**Metal 1**

The bar under the picture is 50 µm long. Cells faint in the background.
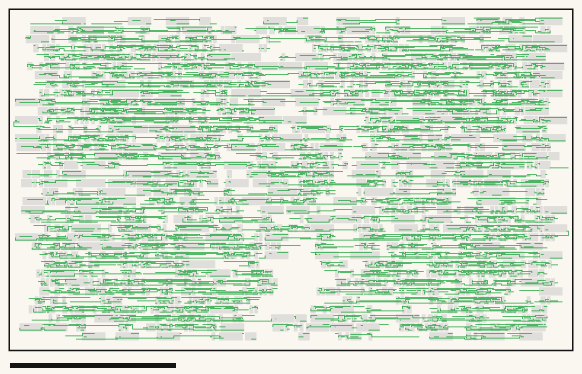
**Met2 routing**

The bar under the picture is 50 µm long. Cells faint in the background.
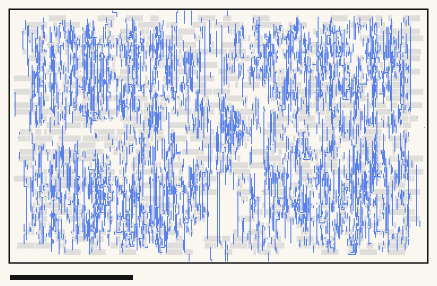
**The metal 3 layer**

The bar under the picture is 50 µm long. Cells faint in the background.
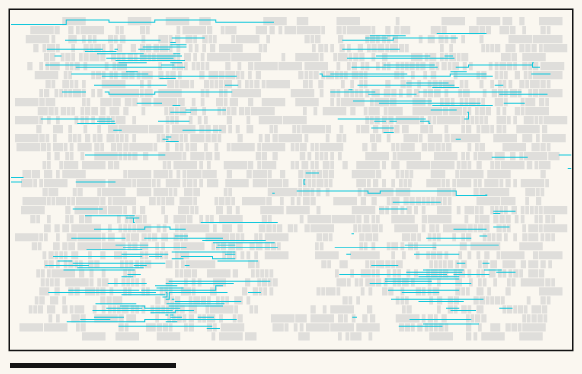
## src/rtl/button_event_ctrl.sv

```systemverilog
// Debounces N_BTN push-buttons, classifies each press as short or long, and
// serialises the resulting events over one valid/ready channel with round-robin fairness.
module button_event_ctrl #(
  parameter int N_BTN        = 4,
  parameter int DEBOUNCE_CYC = 1000000,
  parameter int LONG_CYC     = 50000000,
  parameter int CNT_W        = 26,
  parameter int ID_W         = 2
) (
  input  logic             clk,
  input  logic             rst,
  input  logic [N_BTN-1:0] btn_in,
  output logic             evt_valid,
  input  logic             evt_ready,
  output logic [ID_W-1:0]  evt_id,
  output logic             evt_long,
  output logic [N_BTN-1:0] ovf
);

  typedef enum logic [1:0] {
    S_IDLE      = 2'd0,
    S_DEBOUNCE  = 2'd1,
    S_PRESSED   = 2'd2,
    S_LONG_HELD = 2'd3
  } state_e;

  localparam logic [CNT_W-1:0] DEB_CNT  = CNT_W'(DEBOUNCE_CYC);
  localparam logic [CNT_W-1:0] LONG_CNT = CNT_W'(LONG_CYC);

  function automatic logic [CNT_W-1:0] sat_inc(input logic [CNT_W-1:0] c);
    return (c >= LONG_CNT) ? LONG_CNT : c + CNT_W'(1);
  endfunction

  logic [N_BTN-1:0] sync1_q, sync1_d;
  logic [N_BTN-1:0] sync2_q, sync2_d;
  logic [N_BTN-1:0] btn_s;

  state_e           state_q [N_BTN];
  state_e           state_d [N_BTN];
  logic [CNT_W-1:0] cnt_q   [N_BTN];
  logic [CNT_W-1:0] cnt_d   [N_BTN];

  logic [N_BTN-1:0] gen_evt;
  logic [N_BTN-1:0] gen_long;

  logic [N_BTN-1:0] slot_occ_q, slot_occ_d;
  logic [N_BTN-1:0] slot_long_q, slot_long_d;
  logic [N_BTN-1:0] ovf_q, ovf_d;

  logic [ID_W-1:0]  rr_ptr_q, rr_ptr_d;
  logic             evt_valid_q, evt_valid_d;
  logic [ID_W-1:0]  evt_id_q, evt_id_d;
  logic             evt_long_q, evt_long_d;

  logic             load_en;
  logic             found;
  logic [ID_W-1:0]  gnt_idx;
  logic             gnt_long;
  logic [N_BTN-1:0] gnt_vec;

  // Two-flop synchronizer for the asynchronous button levels
  always_comb begin
    sync1_d = btn_in;
    sync2_d = sync1_q;
  end

  always_ff @(posedge clk) begin
    if (rst) begin
      sync1_q <= '0;
      sync2_q <= '0;
    end else begin
      sync1_q <= sync1_d;
      sync2_q <= sync2_d;
    end
  end

  assign btn_s = sync2_q;

  // Per-button FSM: state register
  always_ff @(posedge clk) begin
    for (int i = 0; i < N_BTN; i++) begin
      if (rst) begin
        state_q[i] <= S_IDLE;
        cnt_q[i]   <= '0;
      end else begin
        state_q[i] <= state_d[i];
        cnt_q[i]   <= cnt_d[i];
      end
    end
  end

  // Per-button FSM: next state and hold counter
  always_comb begin
    for (int i = 0; i < N_BTN; i++) begin
      state_d[i] = state_q[i];
      cnt_d[i]   = cnt_q[i];
      case (state_q[i])
        S_IDLE: begin
          if (btn_s[i]) begin
            state_d[i] = S_DEBOUNCE;
            cnt_d[i]   = CNT_W'(1);
          end
        end
        S_DEBOUNCE: begin
          if (!btn_s[i]) begin
            state_d[i] = S_IDLE;
            cnt_d[i]   = '0;
          end else begin
            if (cnt_q[i] == DEB_CNT) begin
              state_d[i] = S_PRESSED;
            end
            cnt_d[i] = sat_inc(cnt_q[i]);
          end
        end
        S_PRESSED: begin
          if (!btn_s[i]) begin
            state_d[i] = S_IDLE;
            cnt_d[i]   = '0;
          end else if (cnt_q[i] == LONG_CNT) begin
            state_d[i] = S_LONG_HELD;
          end else begin
            cnt_d[i] = sat_inc(cnt_q[i]);
          end
        end
        S_LONG_HELD: begin
          if (!btn_s[i]) begin
            state_d[i] = S_IDLE;
            cnt_d[i]   = '0;
          end
        end
        default: begin
          state_d[i] = S_IDLE;
          cnt_d[i]   = '0;
        end
      endcase
    end
  end

  // Per-button FSM: event outputs (release from PRESSED is short, reaching LONG_CNT is long)
  always_comb begin
    gen_evt  = '0;
    gen_long = '0;
    for (int i = 0; i < N_BTN; i++) begin
      if (state_q[i] == S_PRESSED) begin
        if (!btn_s[i]) begin
          gen_evt[i] = 1'b1;
        end else if (cnt_q[i] == LONG_CNT) begin
          gen_evt[i]  = 1'b1;
          gen_long[i] = 1'b1;
        end
      end
    end
  end

  // Round-robin search: first occupied slot at or above rr_ptr, then wrap to the bottom
  always_comb begin
    load_en  = !evt_valid_q || evt_ready;
    found    = 1'b0;
    gnt_idx  = '0;
    gnt_long = 1'b0;
    for (int i = 0; i < N_BTN; i++) begin
      if (!found && slot_occ_q[i] && (i >= int'(rr_ptr_q))) begin
        found    = 1'b1;
        gnt_idx  = ID_W'(i);
        gnt_long = slot_long_q[i];
      end
    end
    for (int i = 0; i < N_BTN; i++) begin
      if (!found && slot_occ_q[i]) begin
        found    = 1'b1;
        gnt_idx  = ID_W'(i);
        gnt_long = slot_long_q[i];
      end
    end
    gnt_vec = '0;
    for (int i = 0; i < N_BTN; i++) begin
      gnt_vec[i] = load_en && found && (int'(gnt_idx) == i);
    end
  end

  // Pending slots: a grant frees the slot in time for a same-cycle new event
  always_comb begin
    slot_occ_d  = slot_occ_q;
    slot_long_d = slot_long_q;
    ovf_d       = ovf_q;
    for (int i = 0; i < N_BTN; i++) begin
      if (gen_evt[i]) begin
        if (slot_occ_q[i] && !gnt_vec[i]) begin
          ovf_d[i] = 1'b1;
        end else begin
          slot_occ_d[i]  = 1'b1;
          slot_long_d[i] = gen_long[i];
        end
      end else if (gnt_vec[i]) begin
        slot_occ_d[i] = 1'b0;
      end
    end
  end

  // Output register and pointer update
  always_comb begin
    evt_valid_d = evt_valid_q;
    evt_id_d    = evt_id_q;
    evt_long_d  = evt_long_q;
    rr_ptr_d    = rr_ptr_q;
    if (load_en) begin
      if (found) begin
        evt_valid_d = 1'b1;
        evt_id_d    = gnt_idx;
        evt_long_d  = gnt_long;
        rr_ptr_d    = (int'(gnt_idx) == N_BTN - 1) ? '0 : gnt_idx + ID_W'(1);
      end else begin
        evt_valid_d = 1'b0;
      end
    end
  end

  always_ff @(posedge clk) begin
    if (rst) begin
      slot_occ_q  <= '0;
      slot_long_q <= '0;
      ovf_q       <= '0;
      rr_ptr_q    <= '0;
      evt_valid_q <= 1'b0;
      evt_id_q    <= '0;
      evt_long_q  <= 1'b0;
    end else begin
      slot_occ_q  <= slot_occ_d;
      slot_long_q <= slot_long_d;
      ovf_q       <= ovf_d;
      rr_ptr_q    <= rr_ptr_d;
      evt_valid_q <= evt_valid_d;
      evt_id_q    <= evt_id_d;
      evt_long_q  <= evt_long_d;
    end
  end

  assign evt_valid = evt_valid_q;
  assign evt_id    = evt_id_q;
  assign evt_long  = evt_long_q;
  assign ovf       = ovf_q;

endmodule
```

## config.mk

```make
export PLATFORM = sky130hd
export DESIGN_NAME = button_event_ctrl
export DESIGN_NICKNAME = d
export VERILOG_FILES = /design/src/rtl/button_event_ctrl.sv
export SDC_FILE = /design/constraint.sdc
export NUM_CORES = 1
export LEC_CHECK = 0
export ABC_AREA = 1
export CORE_ASPECT_RATIO = 0.6
export CORE_UTILIZATION = 55
export CTS_CLUSTER_DIAMETER = 30
export CTS_CLUSTER_SIZE = 28
export DETAILED_ROUTE_END_ITERATION = 12
export HOLD_SLACK_MARGIN = 0.12
export PLACE_DENSITY = 0.73
export SLEW_MARGIN = 20
export SYNTH_ARGS = -nofsm -noshare
export SYNTH_HDL_FRONTEND = slang
export SYNTH_SLANG_ARGS = --single-unit
```

## constraint.sdc

```tcl
create_clock -name clk -period 2.55 [get_ports clk]
set_input_delay 0.3825 -clock clk [delete_from_list [all_inputs] [get_ports clk]]
set_output_delay 0.3825 -clock clk [all_outputs]
set_load 0.05 [all_outputs]
```

==> design notes <==
The average cell area after synthesis is 6.18 µm². Setup repair after global routing left no endpoint under its margin. The power report attributes to the sequential group a share of 34.0%.

The number of clock sinks came to 138. The launch point of the critical path was reported as rr_ptr_q[1]. Summing all placed instances gives a cell area of 0.00961 mm².

STA puts the critical path data arrival time at 2.57 ns. The power in the clock group is 2410 µW, and the y dimension of the die is 103 µm. The run gives 39.3% for the area share of and/or/nand/nor cells after synthesis. The repair_antennas step left the layout with diodes totalling 0.

With the sequential group power at 2470 µW, the switching power of the nets is 2920 µW. Destination of the critical timing path: slot_long_q[1]. With the fraction of post-synthesis cell area in the top cell type by area at 29.8%, the post-synthesis share of cell area spent on xor and xnor gates is 4.25%. TritonCTS built the clock tree. Maximum achievable frequency: 452 MHz. Per the log, the first TritonRoute iteration ended with a DRC count of 1128.

The synthesis report gives the async set-or-reset register share as 0%. The met2 wire length is 9930 µm. The analysis reports a worst IR drop on VDD of 0.368 mV. Of the synthesized area, sequential elements account for 29.8%. The largest area contributor in the synthesized netlist was sky130_fd_sc_hd__dfxtp_1.

The H-tree was split into 4 levels. Endpoint of the worst register-to-register path: slot_long_q[1]. The tools report the count of pins on the block boundary as 15. Number of buffers inserted for hold repair after clock tree synthesis: 0. Routed signal wires occupy layers up through met4.

Kind of cell adding the most delay to the critical path: simple AND/OR/NAND/NOR gates. Sum of met3 wire segment lengths after detailed routing: 2540 µm. Number of port buffers: 14. The worst max-slew margin expressed relative to the limit is 45.9%, and the area growth from synthesis to layout is 9.57%. The via count of the first global-routing pass is 8502. The internal power was 4340 µW; the count of warning messages emitted by the tools was 49.

The region available for standard cell placement spans 0.0164 mm². Ranked by flip-flop count, first place goes to cnt_q. Yosys instantiated no cell more often than sky130_fd_sc_hd__nand2_1. The run gives 0 as the number of slew-limit violations in the final report. The flow reported a cell area power density of 714 mW/mm². The slowest cell on the critical path is sky130_fd_sc_hd__dfxtp_1. With the horizontal die dimension at 170 µm, the sequential standard cell area is 0.00276 mm².

The largest buffer count on any clock path came out at 2. Routed wirelength normalized by instance count: 14.6 µm. For the total die area, the log shows 0.0174 mm².

The tools report the launch point of the worst hold path as sync1_q[0]. In this run the most used layer during global routing was met1. Of the cells placed in the final design, the portion with a size suffix greater than 1 is 5.83%. Final number of setup-violating endpoints: 0. Across the run, the number of max-cap violations was 0.

The final worst clock skew came out at 0.0125 ns. After layout, the minimum clock period comes to 2.21 ns. The most used flip-flop cell after synthesis is sky130_fd_sc_hd__dfxtp_1. The routed wirelength on the met1 layer is recorded as 12800 µm. The script logs the ratio of routed vias to standard cells as 5.48.

Of all power groups, the one with the highest power is sequential cells. The worst setup path is of the flop to flop kind. Switching power as a fraction of the total was reported as 40.2%. The number of standard cells reported by yosys is 1502. The worst path required time came out at 2.91 ns.

The worst setup path is captured at a flop. Entering global routing, the biggest net connects 72 pins. Among the non-sequential cells, simple AND/OR/NAND/NOR gates take the most area.

For reference, the top cells by area after synthesis are sky130_fd_sc_hd__dfxtp_1 (30%), sky130_fd_sc_hd__nand2_1 (17%), sky130_fd_sc_hd__inv_1 (7.6%). Looking at the max-slew report, the worst-margin pin has a slew of 0.811 ns. Per the synth log, the flip-flop and latch total comes to 138. The worst setup path is launched from a flop.

Looking at the hold checks, the worst path lands on btn_s[0]. The startpoint identified for the worst register-to-register timing path is rr_ptr_q[1]. Per report_power, the Combinational row totals 2390 µW.

Yosys reports that the most numerous cell types are sky130_fd_sc_hd__nand2_1 (421), sky130_fd_sc_hd__inv_1 (189), sky130_fd_sc_hd__nor2_1 (172), sky130_fd_sc_hd__dfxtp_1 (138), sky130_fd_sc_hd__a21oi_1 (123). Of the available clock period, the critical path in the final layout requires 86.8%. The final-layout worst hold slack was 0.411 ns.

The most common logic cell in the final layout is sky130_fd_sc_hd__nand2_1. Global routing consumed, over all layers together, 30.4% of the routing resources. The hold violation count in the final report is 0. The run gives 0.34 ns as the slack of the worst reg-to-reg path. Leaving out fill and tap cells, the most frequent cells in the layout are sky130_fd_sc_hd__nand2_1 (421), sky130_fd_sc_hd__inv_1 (189), sky130_fd_sc_hd__nor2_1 (171), sky130_fd_sc_hd__dfxtp_1 (138), sky130_fd_sc_hd__a21oi_1 (123).

Per report_power, the clock group accounts for 33.1% of the total. The tools report the area of all placed cells without fillers as 0.0102 mm². The synthesized netlist devotes 4.31% of its cell area to adder and majority cells.

Summing every instance area after synthesis gives 0.00928 mm². The number of instances in the synthesized netlist is 1502. Clock tree synthesis inserted a total of 17 buffers. The flow ran to the end, and the final reports show no timing, DRC or antenna violations.

The run gives 42 for the number of different library cells in the post-synthesis netlist. Detailed placement HPWL: 19000 µm. Yosys reports the multiplexer fraction of the synthesized area as 0%.

Per the GRT congestion report, total overflow comes to 0. The number of cells traversed by the worst register-to-register path was 15. Kind of path behind the tightest hold check: flop to flop. With the number of optimization iterations in the first detailed-route pass at 5, the number of fillers in the final layout is 1559. The number of flip-flops under the largest register name is 104.

The logs give 0 for the final routed DRC violation total and 0.44 ns for the clock latency at the later pin of the worst-skew pair. The worst hold path cell count is 2. The run gives 0 as the number of instances resized during post-cts repair.

Adding up every negative setup slack in the final design gives 0 ns. The synthesis log from Yosys contains 0 warnings.
About 'metal 1':
wire length on this layer: 12800 µm
main direction: horizontal
routed via count: 9614
total length of routed wires: 25500 µm

About 'met2 routing':
wire length on this layer: 9930 µm
main direction: vertical
nets with wire on the layer: 1155
longest straight run: 34.3 µm
share of all routed wire: 39%
global routing met2 resource utilization: 42.6%

About 'the metal 3 layer':
share of all routed wire: 10%
nets with wire on the layer: 160
main direction: horizontal
global-route met3 utilization: 7.49%

[area by class of cell]
class / instances / share of cell area, %
Multi-Input combinational cell: 1133 / 54.8
Sequential cell: 138 / 27.2
Inverter: 192 / 7.09
Clock buffer: 17 / 4.18
Tap cell: 228 / 2.81
Timing Repair Buffer: 31 / 2.73
Clock inverter: 15 / 1.27
[stage by stage]
stage	power, µW	setup WS, ns	cells	util (%)
2_1_floorplan	4360	0.753	1502	-
3_3_place_gp	4860	0.365	1722	58.8
3_5_place_dp	4890	0.263	1722	58.8
4_1_cts	7280	0.263	1754	62.2
5_1_grt	7710	0.105	1754	62.2
6_report	7270	0.336	1754	62.2
Power is estimated from default activity; no workload was simulated.
